### src/rtl/bcd_seq_conv.sv
// rtl/bcd_seq_conv.sv - sequential binary-to-BCD converter (shift-add-3), one bit per clock.
// Optional signed input selected by defining SIGNED_IN_EN.
module bcd_seq_conv #(
  parameter int BIN_W  = 12,
  parameter int DIGITS = 4
) (
  input  logic                  clk,
  input  logic                  rst_n,
  input  logic                  start,
  input  logic [BIN_W-1:0]      bin,
  output logic                  busy,
  output logic                  done,
  output logic [4*DIGITS-1:0]   bcd,
  output logic                  neg
);

  localparam int CNT_W = $clog2(BIN_W + 1);
  localparam int BCD_W = 4 * DIGITS;

  generate
    if (64'(10) ** DIGITS <= (64'(1) << BIN_W) - 64'(1)) begin : g_range_err
      $error("bcd_seq_conv: DIGITS too small for BIN_W");
    end
  endgenerate

  typedef enum logic {
    IDLE  = 1'b0,
    SHIFT = 1'b1
  } state_t;

  state_t             state_q, state_d;
  logic [BIN_W-1:0]   shreg_q, shreg_d;
  logic [BCD_W-1:0]   work_q, work_d;
  logic [CNT_W-1:0]   cnt_q, cnt_d;
  logic               sign_q, sign_d;
  logic [BCD_W-1:0]   bcd_q, bcd_d;
  logic               neg_q, neg_d;
  logic               done_q, done_d;

  logic               in_neg;
  logic [BIN_W-1:0]   mag;
  logic [BCD_W-1:0]   adj;
  logic [BCD_W-1:0]   step_work;
  logic [BIN_W-1:0]   step_sh;

`ifdef SIGNED_IN_EN
  assign in_neg = bin[BIN_W-1];
  assign mag    = in_neg ? -bin : bin;
`else
  assign in_neg = 1'b0;
  assign mag    = bin;
`endif

  // Correct every nibble that would overflow past 9 after the doubling shift.
  always_comb begin
    adj = work_q;
    for (int i = 0; i < DIGITS; i++) begin
      if (work_q[4*i +: 4] >= 4'd5) begin
        adj[4*i +: 4] = work_q[4*i +: 4] + 4'd3;
      end
    end
  end

  assign {step_work, step_sh} = {adj[BCD_W-2:0], shreg_q, 1'b0};

  always_comb begin
    state_d = state_q;
    shreg_d = shreg_q;
    work_d  = work_q;
    cnt_d   = cnt_q;
    sign_d  = sign_q;
    bcd_d   = bcd_q;
    neg_d   = neg_q;
    done_d  = 1'b0;
    case (state_q)
      IDLE: begin
        if (start) begin
          state_d = SHIFT;
          shreg_d = mag;
          work_d  = '0;
          cnt_d   = '0;
          sign_d  = in_neg;
        end
      end
      SHIFT: begin
        work_d  = step_work;
        shreg_d = step_sh;
        cnt_d   = cnt_q + CNT_W'(1);
        if (cnt_q == CNT_W'(BIN_W - 1)) begin
          state_d = IDLE;
          bcd_d   = step_work;
          neg_d   = sign_q;
          done_d  = 1'b1;
        end
      end
      default: state_d = IDLE;
    endcase
  end

  always_ff @(posedge clk or negedge rst_n) begin
    if (!rst_n) begin
      state_q <= IDLE;
      shreg_q <= '0;
      work_q  <= '0;
      cnt_q   <= '0;
      sign_q  <= 1'b0;
      bcd_q   <= '0;
      neg_q   <= 1'b0;
      done_q  <= 1'b0;
    end else begin
      state_q <= state_d;
      shreg_q <= shreg_d;
      work_q  <= work_d;
      cnt_q   <= cnt_d;
      sign_q  <= sign_d;
      bcd_q   <= bcd_d;
      neg_q   <= neg_d;
      done_q  <= done_d;
    end
  end

  assign busy = (state_q == SHIFT);
  assign done = done_q;
  assign bcd  = bcd_q;
  assign neg  = neg_q;

endmodule

### config.mk
export PLATFORM = sky130hd
export DESIGN_NAME = bcd_seq_conv
export DESIGN_NICKNAME = d
export VERILOG_FILES = /design/src/rtl/bcd_seq_conv.sv
export SDC_FILE = /design/constraint.sdc
export NUM_CORES = 1
export LEC_CHECK = 0
export CORE_MARGIN = 2
export CORE_UTILIZATION = 58
export DETAILED_ROUTE_END_ITERATION = 8
export PLACE_DENSITY = 0.84
export SYNTH_ARGS = -nofsm -noshare
export SYNTH_HDL_FRONTEND = slang
export SYNTH_SLANG_ARGS = --single-unit
### constraint.sdc
create_clock -name clk -period 3.9 [get_ports clk]
set_input_delay 0.39 -clock clk [delete_from_list [all_inputs] [get_ports clk]]
set_output_delay 0.39 -clock clk [all_outputs]
set_load 0.01 [all_outputs]
==> run notes <==
Figures from the implementation reports.

- For this design the top-level I/O count stands at 34.
- The highest clock rate is 516.3 MHz.
- The max-slew violation count is 0.
- The width of the chip reads 68.93 um.
- The sequential group share of total power reads 0.404.
- Ranked by instance count, the synthesized netlist is headed by sky130_fd_sc_hd__dfrtp_1, sky130_fd_sc_hd__nand2_1, sky130_fd_sc_hd__o21ai_0.
- The maximum clock insertion buffer count is 2.
- The number of buffers other than clock buffers in the final layout is 35.
- The total global-route track usage reads 0.2116.
- The pre-antenna-repair detailed-routing pass consisted of 4 iterations.
- The multi-input combinational cell area reads 0.001096 sq mm.
- The buffer cell driving the clock tree root reads sky130_fd_sc_hd__clkbuf_8.
- Per the timing report, the biggest fanout along the worst path comes to 16.
- Counting only logic cells after layout, the most numerous master is sky130_fd_sc_hd__dfrtp_1.
- The final period utilization reads 0.4966.
- The sequential power reads 933 uW.
- The register bit count reported by yosys is 50.
- The share of total power dissipated in the clock network is 0.155.
- In the post-synthesis netlist, the cell with the most instances is sky130_fd_sc_hd__dfrtp_1.
- The worst path setup slack after routing is 1.963 ns.
- The category of the most critical setup path is flop to output port.
- The routed length on met1 is 1923 um.
- Looking at the critical path, the single cell with the biggest stage delay is sky130_fd_sc_hd__clkdlybuf4s50_1.
- Of the synthesized area, sequential elements account for 0.5118.
- All stages included, the depth of the critical timing path comes to 1.
- Including well taps, the total number of placed cells is 298.
- The number of violations reported at the end of detailed-routing iteration 0 reads 92.
- Counting both buffers and inverters, the worst setup path holds a total of 1.
- Per the synthesis report, the dominant area consumer among library cells is sky130_fd_sc_hd__dfrtp_1.
- The count of different cell masters after synthesis is 28.
- The average cell area after synthesis is 10.87 sq um.
- The clock sink count is 50.
- The count of input and output buffers reads 32.
- The capturing point of the worst reg2reg path is bcd[10]$_DFFE_PN0P_.
- The pin count of the biggest net entering global routing is 39.
- Of the total power, combinational logic draws 0.440.
- In the detailed route, the total length drawn on met2 is 1988 um.
- The area share of the largest cell type after synthesis is 0.5118.
- The number of cells produced by synthesis is 225.
- The leakage power of the design reads 1.373 nW.
- The count of endpoints failing hold in the final timing report is 5.
- The fraction of the mapped netlist area in simple logic gates is 0.1372.
- The detailed placement HPWL is 2961 um.
- The total number of multi-input combinational cells reads 154.
- The final weighted congestion of routability-driven global placement reads 0.7993.
- The analysis attributes to net switching a power of 834.4 uW.
- The clock reaches the later pin of the worst-skew pair after 0.31 ns.
- The report puts the cell count of the worst reg-to-reg path at 6.
- met1 track demand over resource after global routing is 0.2619.
- The data arrival time of the critical path reads 1.55 ns.
- The final count of negative-setup-slack endpoints is 0.
- The main logic family after synthesis is simple AND/OR/NAND/NOR gates.
- The multiplexer share of the synthesized area is 0.1361.
- The total inserted antenna cells is 0.
- The critical path startpoint category is a flop.
- The layout overhead on the synthesized area is 18.22%.
- The kind of cell adding the most delay to the critical path reads buffers and inverters.
- The netlist area before placement is 0.002445 sq mm.
- The number of buffers inserted by post-CTS setup repair is 0.
- Setup total negative slack on the finished layout was measured at 0 ns.
- The biggest power consumer among the groups is combinational logic.
- Power attributed to the clock group is 358 uW.
- The number of buffers inserted during clock tree synthesis is 5.
- The met3 track demand over resource reads 0.06331.
- The layer flagged by global routing as most heavily used is met2.
- After clock tree synthesis, the repair step resized 0 gates.
- The setup check on the worst reg-to-reg path leaves a slack of 2.26 ns.
- The start point of the critical path is busy$_DFF_PN0_.
- The number of hold buffers added after CTS reads 0.
- The final wirelength is 4165 um.
- The DRC violation count after routing is 0.
- The detail route stage leaves a number of antenna-violating nets equal to 0.
- The top metal layer carrying routed signals is met4.
- The worst ir drop on vdd is 0.5198 mV.
- Per the post-CTS timing run, clock transition at the registers of the reported paths is 0.09 ns.
- The die height reads 68.93 um.
- Once layout is complete, the utilization of the core stands at 0.7174.
- The clock arrives with 0.008354 ns of skew.
- The post-synthesis xor/xnor area fraction reads 0.02149.
- In the post-synthesis netlist, the biggest area contributors are sky130_fd_sc_hd__dfrtp_1, sky130_fd_sc_hd__mux2i_1, sky130_fd_sc_hd__o21ai_0, sky130_fd_sc_hd__ha_1, sky130_fd_sc_hd__nand2_1.
- The data required time reported for the critical path is 3.51 ns.
- Final hold analysis gives a worst-case slack of -0.005187 ns.
- OpenSTA, run right after detailed placement, puts the worst setup slack at 2.195 ns.
- The total nets after synthesis reads 249.
- The layout report lists the non-clock buffer share of cell area as 0.1169.
- The final reports fail on negative hold slack.
- The launching point of the worst reg2reg path is work_q[8]$_DFFE_PN0P_.
- The post-synthesis async set-or-reset flop share reads 1.000.
- During tapcell insertion the tool placed 50 well taps.
- The top cell types in the final layout, fill and taps aside, are sky130_fd_sc_hd__dfrtp_1, sky130_fd_sc_hd__clkdlybuf4s50_1, sky130_fd_sc_hd__nand2_1.
- The number of levels the H-tree was split into is 2.
- Per report_power, the Combinational row totals 1.02 mW.
- The share of post-route cells with drive strength above 1 is 0.09375.
- The dominant kind of cell by area reads registers.
- The run finished, with violations left.
- The overall die size recorded for this design is 0.004751 sq mm.
- Yosys mapped a number of flops with a built-in enable equal to 0.
- The type of the tightest min-delay check reads input pin to async pin.
- The cell area after placement reads 0.002784 sq mm.
- In this run, the synthesized area fraction spent on adder and majority cells is recorded as 0.04606.
- The proportion of cell area occupied by multi-input gates reads 0.3792.
- The first-pass GRT wire length is 7224 um.
- The number of violations of the max-capacitance limit is 0.
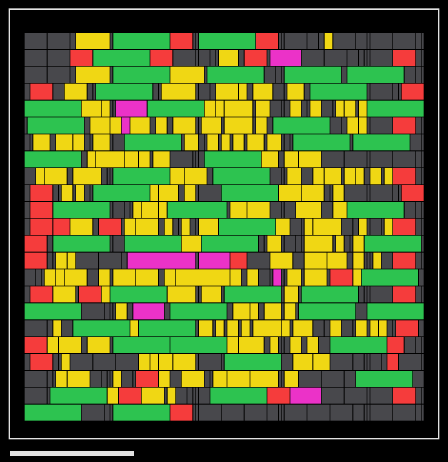
(images/placement_by_type.png)
The bar under the picture is 20 um long. Fill, decap, tap and diode cells in gray.
[combinational and other logic] yellow | cells: 163
[clock drivers and dummy loads] magenta | cells: 8
[flops] green | cells: 50
[other buffers and delay cells] red | cells: 35

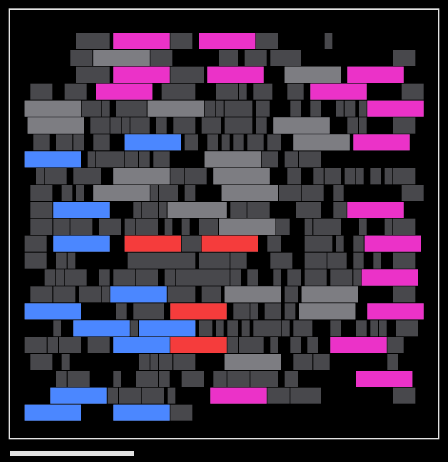
(images/flops_by_reg.png)
The bar under the picture is 20 um long. Other sequential cells in the stronger gray, the rest of the logic in the fainter gray.
[`shreg_q`] blue | sequential cells: 12
[`bcd`] magenta | sequential cells: 16
[`cnt_q`] red | sequential cells: 4
area used by sequential logic in the layout: 0.001252 sq mm
fraction of standard cell area that is sequential: 0.4333

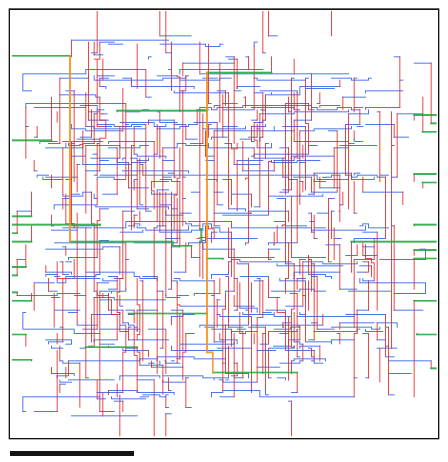
(images/wires.png)
The bar under the picture is 20 um long.
[metal 3] green | wire length: 175 um
[metal 1] blue | wire length: 1,920 um
[metal 4] orange | wire length: 79.1 um
[metal 2] red | wire length: 1,990 um

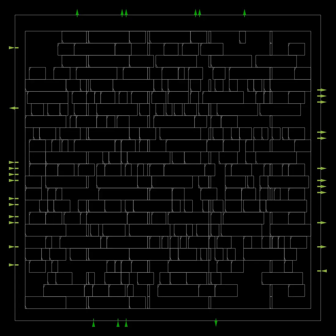
(images/placement.png)
count of placed standard cells in the final layout, fillers left out: 306
CORE AREA: 0.004029 sq mm
filler cell count in the final layout: 301
count of standard-cell rows: 23
flip-flop and latch count: 50

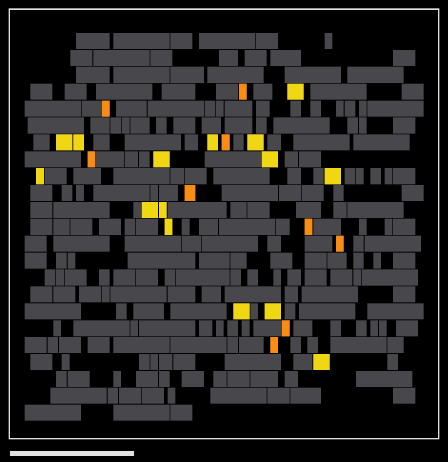
(images/logic_types.png)
The bar under the picture is 20 um long.
[NOR gates] yellow | cells: 15 | most used: nor3b_1
[inverters] orange | cells: 9 | most used: inv_1

Power is estimated from default activity; no workload was simulated.
